port_nets.png
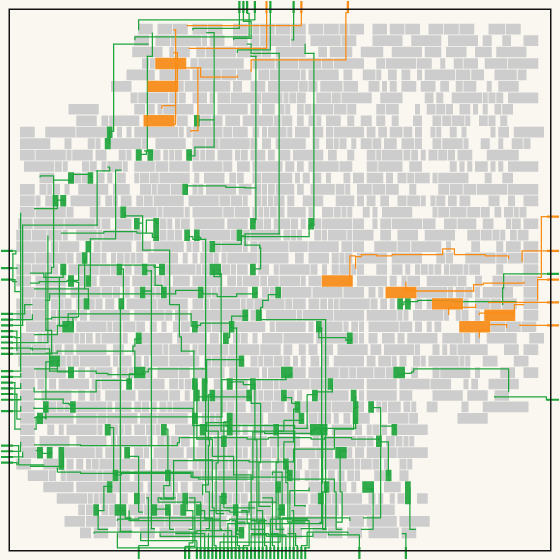
registers.png
Other sequential cells in the stronger gray, the rest of the logic in the fainter gray.
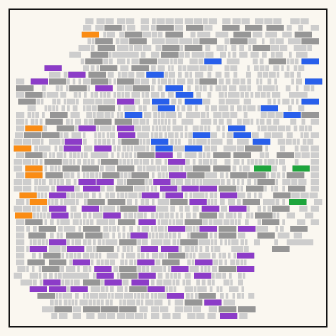
--- src/rtl/canny_sram_reader.sv ---
// Reads interleaved top/bottom row-pair words from SRAM and unpacks them into
// 4-byte beats (2 bottom-row + 2 top-row pixels) for the downstream stream.
module canny_sram_reader #(
    parameter int unsigned STARTADDRESS = 0,
    parameter int unsigned ENDADDRESS   = 131072,
    parameter int unsigned ROWBITS      = 8,
    parameter int unsigned RDLAT        = 1
) (
    input  logic        clk,
    input  logic        reset,
    input  logic        start,
    output logic        re,
    output logic [19:0] rdaddr,
    input  logic [63:0] rdData,
    output logic        pixValid,
    input  logic        pixReady,
    output logic [7:0]  pixByte1,
    output logic [7:0]  pixByte2,
    output logic [7:0]  pixByte3,
    output logic [7:0]  pixByte4,
    output logic        busy,
    output logic        frameDone,
    output logic [2:0]  dbgState
);

    // Handshake: a beat transfers on a rising clk edge where pixValid && pixReady;
    // while pixValid=1 and pixReady=0 the beat bytes are held unchanged.

    localparam int unsigned ROWWORDS = 1 << ROWBITS;
    localparam logic [19:0] START_A  = 20'(STARTADDRESS);
    localparam logic [19:0] ROW_A    = 20'(ROWWORDS);
    localparam logic [20:0] END_A    = 21'(ENDADDRESS);

    typedef enum logic [2:0] {
        IDLE   = 3'd0,
        RD_TOP = 3'd1,
        RD_BOT = 3'd2,
        WAIT   = 3'd3,
        DRAIN  = 3'd4,
        DONE   = 3'd5
    } state_t;

    state_t      state;
    logic [19:0] currentAddress;
    logic [1:0]  beat;
    logic        rdIsBot;
    logic [63:0] topHold;
    logic [63:0] botHold;
    logic        topGot;
    logic        botGot;
    logic [RDLAT-1:0] tagValid;
    logic [RDLAT-1:0] tagBot;
    logic [20:0] nextAddress;
    logic [31:0] nextBeatBytes;

    assign dbgState = state;

    // Returns {bot even, bot odd, top even, top odd} for beat k (k=0 is bits 63:48).
    function automatic logic [31:0] beatBytes(input logic [63:0] top,
                                              input logic [63:0] bot,
                                              input logic [1:0]  k);
        logic [63:0] t;
        logic [63:0] b;
        int          sh;
        sh = 48 - 16 * int'(k);
        t  = top >> sh;
        b  = bot >> sh;
        return {b[15:8], b[7:0], t[15:8], t[7:0]};
    endfunction

    // At the end of a row the bottom row has already been read as part of the
    // pair, so the next pair starts one full row further on.
    always_comb begin
        nextAddress = 21'd0;
        if (currentAddress[ROWBITS-1:0] == {ROWBITS{1'b1}})
            nextAddress = {1'b0, currentAddress} + {1'b0, ROW_A} + 21'd1;
        else
            nextAddress = {1'b0, currentAddress} + 21'd1;
    end

    always_comb begin
        nextBeatBytes = beatBytes(topHold, botHold, beat + 2'd1);
    end

    // Read tags travel with each SRAM access so returning data lands in the
    // right hold register regardless of latency.
    always_ff @(posedge clk) begin
        if (reset) begin
            tagValid <= '0;
            tagBot   <= '0;
        end else begin
            tagValid[0] <= re;
            tagBot[0]   <= rdIsBot;
            for (int i = 1; i < int'(RDLAT); i++) begin
                tagValid[i] <= tagValid[i-1];
                tagBot[i]   <= tagBot[i-1];
            end
        end
    end

    always_ff @(posedge clk) begin
        if (reset) begin
            state          <= IDLE;
            re             <= 1'b0;
            rdaddr         <= 20'd0;
            rdIsBot        <= 1'b0;
            pixValid       <= 1'b0;
            pixByte1       <= 8'd0;
            pixByte2       <= 8'd0;
            pixByte3       <= 8'd0;
            pixByte4       <= 8'd0;
            busy           <= 1'b0;
            frameDone      <= 1'b0;
            currentAddress <= START_A;
            beat           <= 2'd0;
            topHold        <= 64'd0;
            botHold        <= 64'd0;
            topGot         <= 1'b0;
            botGot         <= 1'b0;
        end else begin
            re        <= 1'b0;
            frameDone <= 1'b0;
            case (state)
                IDLE: begin
                    if (start) begin
                        busy           <= 1'b1;
                        currentAddress <= START_A;
                        re             <= 1'b1;
                        rdaddr         <= START_A;
                        rdIsBot        <= 1'b0;
                        topGot         <= 1'b0;
                        botGot         <= 1'b0;
                        state          <= RD_TOP;
                    end
                end
                RD_TOP: begin
                    re      <= 1'b1;
                    rdaddr  <= currentAddress + ROW_A;
                    rdIsBot <= 1'b1;
                    state   <= RD_BOT;
                end
                RD_BOT: begin
                    state <= WAIT;
                end
                WAIT: begin
                    if (topGot && botGot) begin
                        beat     <= 2'd0;
                        pixValid <= 1'b1;
                        {pixByte1, pixByte2, pixByte3, pixByte4} <=
                            beatBytes(topHold, botHold, 2'd0);
                        state    <= DRAIN;
                    end
                end
                DRAIN: begin
                    if (pixReady) begin
                        if (beat == 2'd3) begin
                            pixValid       <= 1'b0;
                            currentAddress <= nextAddress[19:0];
                            if (nextAddress >= END_A) begin
                                frameDone <= 1'b1;
                                busy      <= 1'b0;
                                state     <= DONE;
                            end else begin
                                re      <= 1'b1;
                                rdaddr  <= nextAddress[19:0];
                                rdIsBot <= 1'b0;
                                topGot  <= 1'b0;
                                botGot  <= 1'b0;
                                state   <= RD_TOP;
                            end
                        end else begin
                            beat <= beat + 2'd1;
                            {pixByte1, pixByte2, pixByte3, pixByte4} <= nextBeatBytes;
                        end
                    end
                end
                DONE: begin
                    pixValid <= 1'b0;
                    state    <= IDLE;
                end
                default: begin
                    state <= IDLE;
                end
            endcase

            if (tagValid[RDLAT-1]) begin
                if (tagBot[RDLAT-1]) begin
                    botHold <= rdData;
                    botGot  <= 1'b1;
                end else begin
                    topHold <= rdData;
                    topGot  <= 1'b1;
                end
            end
        end
    end

endmodule

--- config.mk ---
export PLATFORM = sky130hd
export DESIGN_NAME = canny_sram_reader
export DESIGN_NICKNAME = d
export VERILOG_FILES = /design/src/rtl/canny_sram_reader.sv
export SDC_FILE = /design/constraint.sdc
export NUM_CORES = 1
export LEC_CHECK = 0
export CAP_MARGIN = 25
export CORE_UTILIZATION = 60
export CTS_BUF_LIST = sky130_fd_sc_hd__clkbuf_4 sky130_fd_sc_hd__clkbuf_8
export DETAILED_ROUTE_END_ITERATION = 8
export PLACE_DENSITY = 0.95
export SYNTH_ARGS = -nofsm -noshare
export SYNTH_HDL_FRONTEND = slang
export SYNTH_SLANG_ARGS = --single-unit
--- constraint.sdc ---
create_clock -name clk -period 4 [get_ports clk]
set_input_delay 0.8 -clock clk [delete_from_list [all_inputs] [get_ports clk]]
set_output_delay 0.8 -clock clk [all_outputs]
set_load 0.02 [all_outputs]
==> reports/qor.txt <==
Cell area leaders = dfxtp_1 45%, nand2_1 13%, a21oi_1 10%
Worst Hold Class = flip-flop to flip-flop
die area = 0.0165 sq mm
Vias = 9,716
synth warn = 0
antenna-violating nets left = 0
CTS Sinks = 214
YS chip area = 0.00957 sq mm
DIE HEIGHT = 128 um
largest delay contributor family on the critical path = AND-OR/OR-AND gates
Clock Path Buffers = 3
DRT iter0 DRCs = 1,259
Post-synth EDFFs = 0
worst path bufs/invs = 1
Post-CTS Setup Inserts = 0
ys cells = 1,222
dpl hpwl = 18.3 mm
pre-CTS setup slack = 0.952 ns
min Tclk post-route = 3.17 ns
post_cts resized = 0
dominant register cell = dfxtp_1
unrepaired setup endpoints after global routing = false
WS Path Type = flip-flop to flip-flop
Seq share, synth = 0.448
slowest CP cell = o211ai_4
IO Count = 127
final RePlAce weighted congestion = 0.904
run status = complete, no violations
reg2reg end = rdaddr[6]
crit-path max FO = 17
data arrival time of the critical path = 3.65 ns
largest net degree at the start of global routing = 145
final hold viol count = 0
initial core utilization = 0.623
Post-layout nets = 1,366
CP Data Required Time = 4.48 ns
Slew HR = 0.301
clock latency on the worst-skew pair = 0.55 ns
-- port_nets.png (at the start) --
- rdData: green (bits 64; direction input; end cells 128; buffers 64; wire 3,510 um)
- pixByte1: orange (bits 8; direction output; end cells 8; buffers 8; wire 335 um)

-- registers.png (at the start) --
- botHold: purple (flops 64)
- currentAddress: blue (flops 20)
- pixByte4: orange (flops 8; where middle left)
- dbgState: green (flops 3)
Final Core Density: 0.759
sequential cell area share: 0.367
FF+latch area: 0.00428 sq mm

[layer usage]
layer  up-vias  wire, um  global-route usage
li1       4372         -                   -
met1      4499     11400               0.473
met2       690     13100               0.560
met3       155      3280              0.0684
met4         0      1650               0.203
met5         -         0                   0
[flip-flops by register name (all words and copies together) (netlist names), 2 cells and up]
| signal | flops |
|---|---|
| botHold | 64 |
| topHold | 64 |
| currentAddress | 20 |
| rdaddr | 20 |
| pixByte1 | 8 |
| pixByte2 | 8 |
| pixByte3 | 8 |
| pixByte4 | 8 |
| dbgState | 3 |
| beat | 2 |
[cells in the mapped netlist, types with 3 or more instances]
cell type and number:
nand2_1 333, nor2_1 45, a311oi_1 10, mux2i_1 10, a31oi_1 24, and3_1 4
nor4_1 4, ha_1 4, o21a_1 5, nor2b_1 32, a211oi_1 22, nand3_1 11
o221ai_1 17, a311o_1 5, o22ai_1 19, clkbuf_1 73, o21ai_0 20, dfxtp_1 214
nand3b_1 4, buf_2 14, mux2_4 9, mux2_2 18, a21oi_1 194, o211ai_1 18
buf_1 17, and2_1 3, nor3_1 10, nand4_1 5, a22oi_1 3, nand2b_1 17
inv_1 18
[how the worst max path moves through the flow]
stage                 startpoint            endpoint  slack [ns]  cells after the start
2_1_floorplan  currentAddress[0]           rdaddr[0]        1.57                      8
3_3_place_gp               start  currentAddress[19]        1.01                      7
3_5_place_dp   currentAddress[0]           rdaddr[6]        0.95                      8
4_1_cts        currentAddress[0]           rdaddr[6]        0.90                      8
5_1_grt        currentAddress[0]           rdaddr[6]        0.72                      8
6_report       currentAddress[0]           rdaddr[6]        0.83                      8
[final cells by class]
cell class | count | area [sq um]
tap | 211 | 264
antenna | 1 | 2.50
sequential | 214 | 4280
timing repair buffer | 144 | 1420
clock inverter | 9 | 138
clock buffer | 54 | 699
fill | 1054 | 3710
multi-input combinational | 881 | 4790
inverter | 18 | 67.6
[worst register-to-register path: cells and delay by family, from the launching register on]
| family | cells | cell delay (ns) |
|---|---|---|
| buffers and inverters | 1 | 0.30 |
| AND/OR/NAND/NOR | 1 | 0.43 |
| multiplexers | 1 | 0.21 |
| flip-flops | 1 | 0.48 |
| adder cells (fa/ha/maj) | 1 | 0.38 |
| AND-OR/OR-AND | 4 | 1.30 |
[cells by family after synthesis]
| kind of cell | count (synthesis) | synth area share |
|---|---|---|
| AND/OR/NAND/NOR | 484 | 0.220 |
| AND-OR/OR-AND | 353 | 0.223 |
| flip-flops | 214 | 0.448 |
| buffers and inverters | 127 | 0.0550 |
| multiplexers | 37 | 0.0458 |
| adder cells (fa/ha/maj) | 4 | 0.00523 |
| XOR/XNOR | 3 | 0.00275 |
[per-stage QoR]
stage / std cells / hold slack, ns / total power, W
finish: 1532 / 0.450 / 0.00479
global route: 1531 / 0.469 / 0.00491
CTS: 1531 / 0.453 / 0.00478
detailed placement: 1468 / 0.443 / 0.00259
global placement: 1468 / 0.437 / 0.00258
floorplan: 1222 / 0.432 / 0.00244
[power by group]
part	switching, W	leakage, nW	internal (W)
clock network	0.000919	0.436	0.00132
logic	0.000203	1.72	0.000144
registers	0.0000309	1.73	0.00217
Power is estimated from default activity; no workload was simulated.
